[config.mk]
export PLATFORM = sky130hd
export DESIGN_NAME = pcie_hcmd_nlb_rd_arb_flat
export DESIGN_NICKNAME = d
export VERILOG_FILES = /design/src/rtl/pcie_hcmd_nlb_rd_arb_if.sv /design/src/rtl/pcie_hcmd_nlb_rd_arb.sv /design/src/flat_wrapper.sv
export SDC_FILE = /design/constraint.sdc
export NUM_CORES = 1
export LEC_CHECK = 0
export CORE_MARGIN = 3
export CORE_UTILIZATION = 43
export CTS_CLUSTER_DIAMETER = 80
export DETAILED_ROUTE_END_ITERATION = 8
export GPL_TIMING_DRIVEN = 0
export PLACE_DENSITY_LB_ADDON = 0.2
export SLEW_MARGIN = 20
export SYNTH_ARGS = -nofsm -noshare
export SYNTH_HDL_FRONTEND = slang
export SYNTH_SLANG_ARGS = --single-unit
export TNS_END_PERCENT = 5
[constraint.sdc]
create_clock -name clk -period 7 [get_ports clk]
set_clock_uncertainty 0.05 [all_clocks]
set_input_delay 1.4 -clock clk [delete_from_list [all_inputs] [get_ports clk]]
set_output_delay 1.4 -clock clk [all_outputs]
set_load 0.01 [all_outputs]
[src/rtl/pcie_hcmd_nlb_rd_arb_if.sv]
// rtl/pcie_hcmd_nlb_rd_arb_if.sv - one consumer's NLB lookup request/response channel
interface pcie_hcmd_nlb_rd_arb_if #(
    parameter int P_ADDR_WIDTH = 10,
    parameter int P_DATA_WIDTH = 19
);
    logic                    req;
    logic [P_ADDR_WIDTH-1:0] addr;
    logic                    rdy_n;
    logic                    data_valid;
    logic [P_DATA_WIDTH-1:0] data;

    // Consumer side: issues slot-tag lookups, receives NLB values
    modport master (
        output req,
        output addr,
        input  rdy_n,
        input  data_valid,
        input  data
    );

    // Arbiter side: accepts lookups, returns NLB values
    modport slave (
        input  req,
        input  addr,
        output rdy_n,
        output data_valid,
        output data
    );
endinterface

[src/rtl/pcie_hcmd_nlb_rd_arb.sv]
// rtl/pcie_hcmd_nlb_rd_arb.sv - round-robin read front end for the per-slot-tag NLB table
module pcie_hcmd_nlb_rd_arb #(
    parameter int P_SLOT_TAG_WIDTH = 10,
    parameter int P_DATA_WIDTH     = 19,
    parameter int P_ADDR_WIDTH     = P_SLOT_TAG_WIDTH,
    parameter int P_RD_LATENCY     = 1
) (
    input  logic                    clk,
    input  logic                    rst,
    pcie_hcmd_nlb_rd_arb_if.slave   rd0,
    pcie_hcmd_nlb_rd_arb_if.slave   rd1,
    output logic                    tbl_rd_en,
    output logic [P_ADDR_WIDTH-1:0] tbl_rd_addr,
    input  logic [P_DATA_WIDTH-1:0] tbl_rd_data
);

    typedef enum logic [3:0] {
        S_IDLE = 4'b0001,
        S_ADDR = 4'b0010,
        S_WAIT = 4'b0100,
        S_DATA = 4'b1000
    } state_t;

    state_t                  state;
    logic [1:0]              pend;
    logic                    last_grant;
    logic                    grant;
    logic                    next_grant;
    logic                    acc0;
    logic                    acc1;
    logic [P_ADDR_WIDTH-1:0] addr0_q;
    logic [P_ADDR_WIDTH-1:0] addr1_q;
    logic                    dv0_q;
    logic                    dv1_q;
    logic [P_DATA_WIDTH-1:0] data0_q;
    logic [P_DATA_WIDTH-1:0] data1_q;

    // A request is only taken while that consumer has nothing outstanding
    assign acc0 = rd0.req & ~pend[0];
    assign acc1 = rd1.req & ~pend[1];

    // Grant choice: a lone pending wins outright, a tie goes to whoever was not served last
    always_comb begin
        next_grant = 1'b0;
        if (pend == 2'b11) begin
            next_grant = ~last_grant;
        end else begin
            next_grant = pend[1];
        end
    end

    // Per-consumer slot-tag latches, loaded on acceptance
    always_ff @(posedge clk or posedge rst) begin
        if (rst) begin
            addr0_q <= '0;
            addr1_q <= '0;
        end else begin
            if (acc0) begin
                addr0_q <= rd0.addr;
            end
            if (acc1) begin
                addr1_q <= rd1.addr;
            end
        end
    end

    // Lookup sequencer: pending flags, grant pointer, table port and result registers
    always_ff @(posedge clk or posedge rst) begin
        if (rst) begin
            state       <= S_IDLE;
            pend        <= 2'b00;
            last_grant  <= 1'b1;
            grant       <= 1'b0;
            tbl_rd_en   <= 1'b0;
            tbl_rd_addr <= '0;
            dv0_q       <= 1'b0;
            dv1_q       <= 1'b0;
            data0_q     <= '0;
            data1_q     <= '0;
        end else begin
            dv0_q     <= 1'b0;
            dv1_q     <= 1'b0;
            tbl_rd_en <= 1'b0;
            if (acc0) begin
                pend[0] <= 1'b1;
            end
            if (acc1) begin
                pend[1] <= 1'b1;
            end
            case (state)
                S_IDLE: begin
                    if (|pend) begin
                        grant       <= next_grant;
                        last_grant  <= next_grant;
                        tbl_rd_en   <= 1'b1;
                        tbl_rd_addr <= next_grant ? addr1_q : addr0_q;
                        state       <= S_ADDR;
                    end
                end
                S_ADDR: begin
                    state <= (P_RD_LATENCY == 1) ? S_DATA : S_WAIT;
                end
                S_WAIT: begin
                    state <= S_DATA;
                end
                S_DATA: begin
                    // The granted consumer's pending flag is set here, so no
                    // acceptance for it can collide with this clear
                    if (grant) begin
                        data1_q <= tbl_rd_data;
                        dv1_q   <= 1'b1;
                        pend[1] <= 1'b0;
                    end else begin
                        data0_q <= tbl_rd_data;
                        dv0_q   <= 1'b1;
                        pend[0] <= 1'b0;
                    end
                    state <= S_IDLE;
                end
                default: begin
                    state <= S_IDLE;
                end
            endcase
        end
    end

    assign rd0.rdy_n      = pend[0];
    assign rd0.data_valid = dv0_q;
    assign rd0.data       = data0_q;
    assign rd1.rdy_n      = pend[1];
    assign rd1.data_valid = dv1_q;
    assign rd1.data       = data1_q;

endmodule
[src/flat_wrapper.sv]
// flat-port wrapper written by rule: the top's interface ports become plain ports
module pcie_hcmd_nlb_rd_arb_flat 
#(
    parameter int P_SLOT_TAG_WIDTH = 10,
    parameter int P_DATA_WIDTH     = 19,
    parameter int P_ADDR_WIDTH     = P_SLOT_TAG_WIDTH,
    parameter int P_RD_LATENCY     = 1
)
  (clk, rst, tbl_rd_en, tbl_rd_addr, tbl_rd_data, rd0_req, rd0_addr, rd0_rdy_n, rd0_data_valid, rd0_data, rd1_req, rd1_addr, rd1_rdy_n, rd1_data_valid, rd1_data);
  pcie_hcmd_nlb_rd_arb_if #(.P_ADDR_WIDTH(P_ADDR_WIDTH), .P_DATA_WIDTH(P_DATA_WIDTH)) rd0_i ();
  pcie_hcmd_nlb_rd_arb_if #(.P_ADDR_WIDTH(P_ADDR_WIDTH), .P_DATA_WIDTH(P_DATA_WIDTH)) rd1_i ();
  input  logic clk;
  input  logic rst;
  output logic tbl_rd_en;
  output logic [P_ADDR_WIDTH-1:0] tbl_rd_addr;
  input  logic [P_DATA_WIDTH-1:0] tbl_rd_data;
  input wire logic [$bits(rd0_i.req)-1:0] rd0_req;
  input wire logic [$bits(rd0_i.addr)-1:0] rd0_addr;
  output wire logic [$bits(rd0_i.rdy_n)-1:0] rd0_rdy_n;
  output wire logic [$bits(rd0_i.data_valid)-1:0] rd0_data_valid;
  output wire logic [$bits(rd0_i.data)-1:0] rd0_data;
  input wire logic [$bits(rd1_i.req)-1:0] rd1_req;
  input wire logic [$bits(rd1_i.addr)-1:0] rd1_addr;
  output wire logic [$bits(rd1_i.rdy_n)-1:0] rd1_rdy_n;
  output wire logic [$bits(rd1_i.data_valid)-1:0] rd1_data_valid;
  output wire logic [$bits(rd1_i.data)-1:0] rd1_data;
  assign rd0_i.req = rd0_req;
  assign rd0_i.addr = rd0_addr;
  assign rd0_rdy_n = rd0_i.rdy_n;
  assign rd0_data_valid = rd0_i.data_valid;
  assign rd0_data = rd0_i.data;
  assign rd1_i.req = rd1_req;
  assign rd1_i.addr = rd1_addr;
  assign rd1_rdy_n = rd1_i.rdy_n;
  assign rd1_data_valid = rd1_i.data_valid;
  assign rd1_data = rd1_i.data;
  pcie_hcmd_nlb_rd_arb #(.P_SLOT_TAG_WIDTH(P_SLOT_TAG_WIDTH), .P_DATA_WIDTH(P_DATA_WIDTH), .P_ADDR_WIDTH(P_ADDR_WIDTH), .P_RD_LATENCY(P_RD_LATENCY)) u_core (.clk(clk), .rst(rst), .rd0(rd0_i), .rd1(rd1_i), .tbl_rd_en(tbl_rd_en), .tbl_rd_addr(tbl_rd_addr), .tbl_rd_data(tbl_rd_data));
endmodule
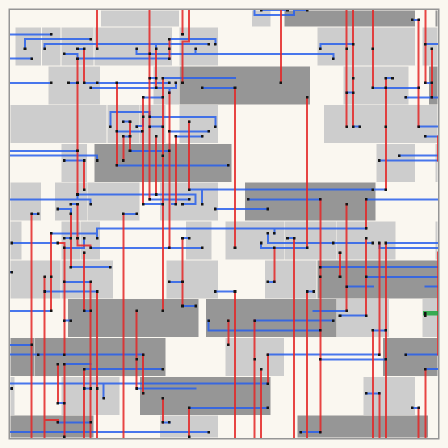
closeup.png
Window x 30 to 60, y 12 to 42 microns. Cells in gray, sequential cells in the stronger gray; small squares are vias.
| layer | color |
|---|---|
| M1 | blue |
| M3 | green |
| M2 | red |
sequential cells in the window: 10
most frequent: dfrtp_1 (9), clkdlybuf4s50_1 (8)
netlist names of flops here include: u_core.rd0.data (4), u_core.rd1.data (3)
cells with their middle in the window: 45

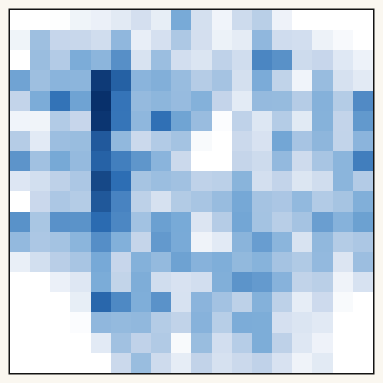
route_heat.png
Scale: 4 px per micron. The die is cut into 18 by 18 equal tiles; white is low, dark blue is high, scaled to the fullest tile. Values are wire area over tile area, all layers added.
densest ninth of the die: middle left
emptiest ninth of the die: lower left
mean over tiles: 0.12

==> impl_metrics.csv <==
group,metric,value,unit
logic_synthesis,synthCells,189,
drt,avgRoutedWirePerCell,15.3,microns
cells_and_area,clock_area_share,4.86,%
sta,holdWs,434,ps
drt,top_layer,"met4",
cells_and_area,nets,339,
floorplanning,core_area,0.00687,sq mm
cts,clock_latency,340,ps
logic_synthesis,async_flop_share,100,%
cts,ctsLongestPathBuffers,2,
power_and_ir_drop,pwr-share-clk,17.9,%
logic_synthesis,yosysTopAreaCellShare,61.5,%
critical_path,crit_buf_inv,1,
logic_synthesis,synth-main-ff-cell,"dfrtp_1",
critical_path,worstSetupEndpoint,"rd1_rdy_n",
outcome,outcome,"completed",
drt,wirelength,6060,microns
drt,drt-initial-drc-count,40,
logic_synthesis,synth_top_cell_by_area,"dfrtp_1",
cells_and_area,n_antenna_cell,0,
grt,grt_remaining_overflow,0,
critical_path,crit_path_start_kind,"flip-flop",
cells_and_area,final_common_cell,"clkdlybuf4s50_1",
floorplanning,die_h,90.8,microns
logic_synthesis,synth-xor-area-share,0,%
logic_synthesis,syn_area_per_cell,16.4,sq um
cts,cts_sinks,78,
sta,post-route-period-util,41.5,%
grt,gr-max-usage-layer,"met2",
logic_synthesis,synth-compound-area-share,9.31,%
power_and_ir_drop,pg_comb,836,uW
cts,cts-root-buf,"clkbuf_8",
logic_synthesis,ys_types,28,
power_and_ir_drop,leakage,0.00183,uW
drt,ant_nets,0,
logic_synthesis,fa_ha_area_share,0,%
drt,drt_first_pass_iters,4,
logic_synthesis,synth_stat.cells,189,
logic_synthesis,top_logic_kind,"multiplexers",
floorplanning,nWellTaps,96,
place,placed_cells,381,
cells_and_area,sh_comb_area,23.8,%
place,place_ws,4190,ps
power_and_ir_drop,p_seq,800,uW
critical_path,path_delay_family,"buffers and inverters",
logic_synthesis,synth_flops,78,
Power is estimated from default activity; no workload was simulated.
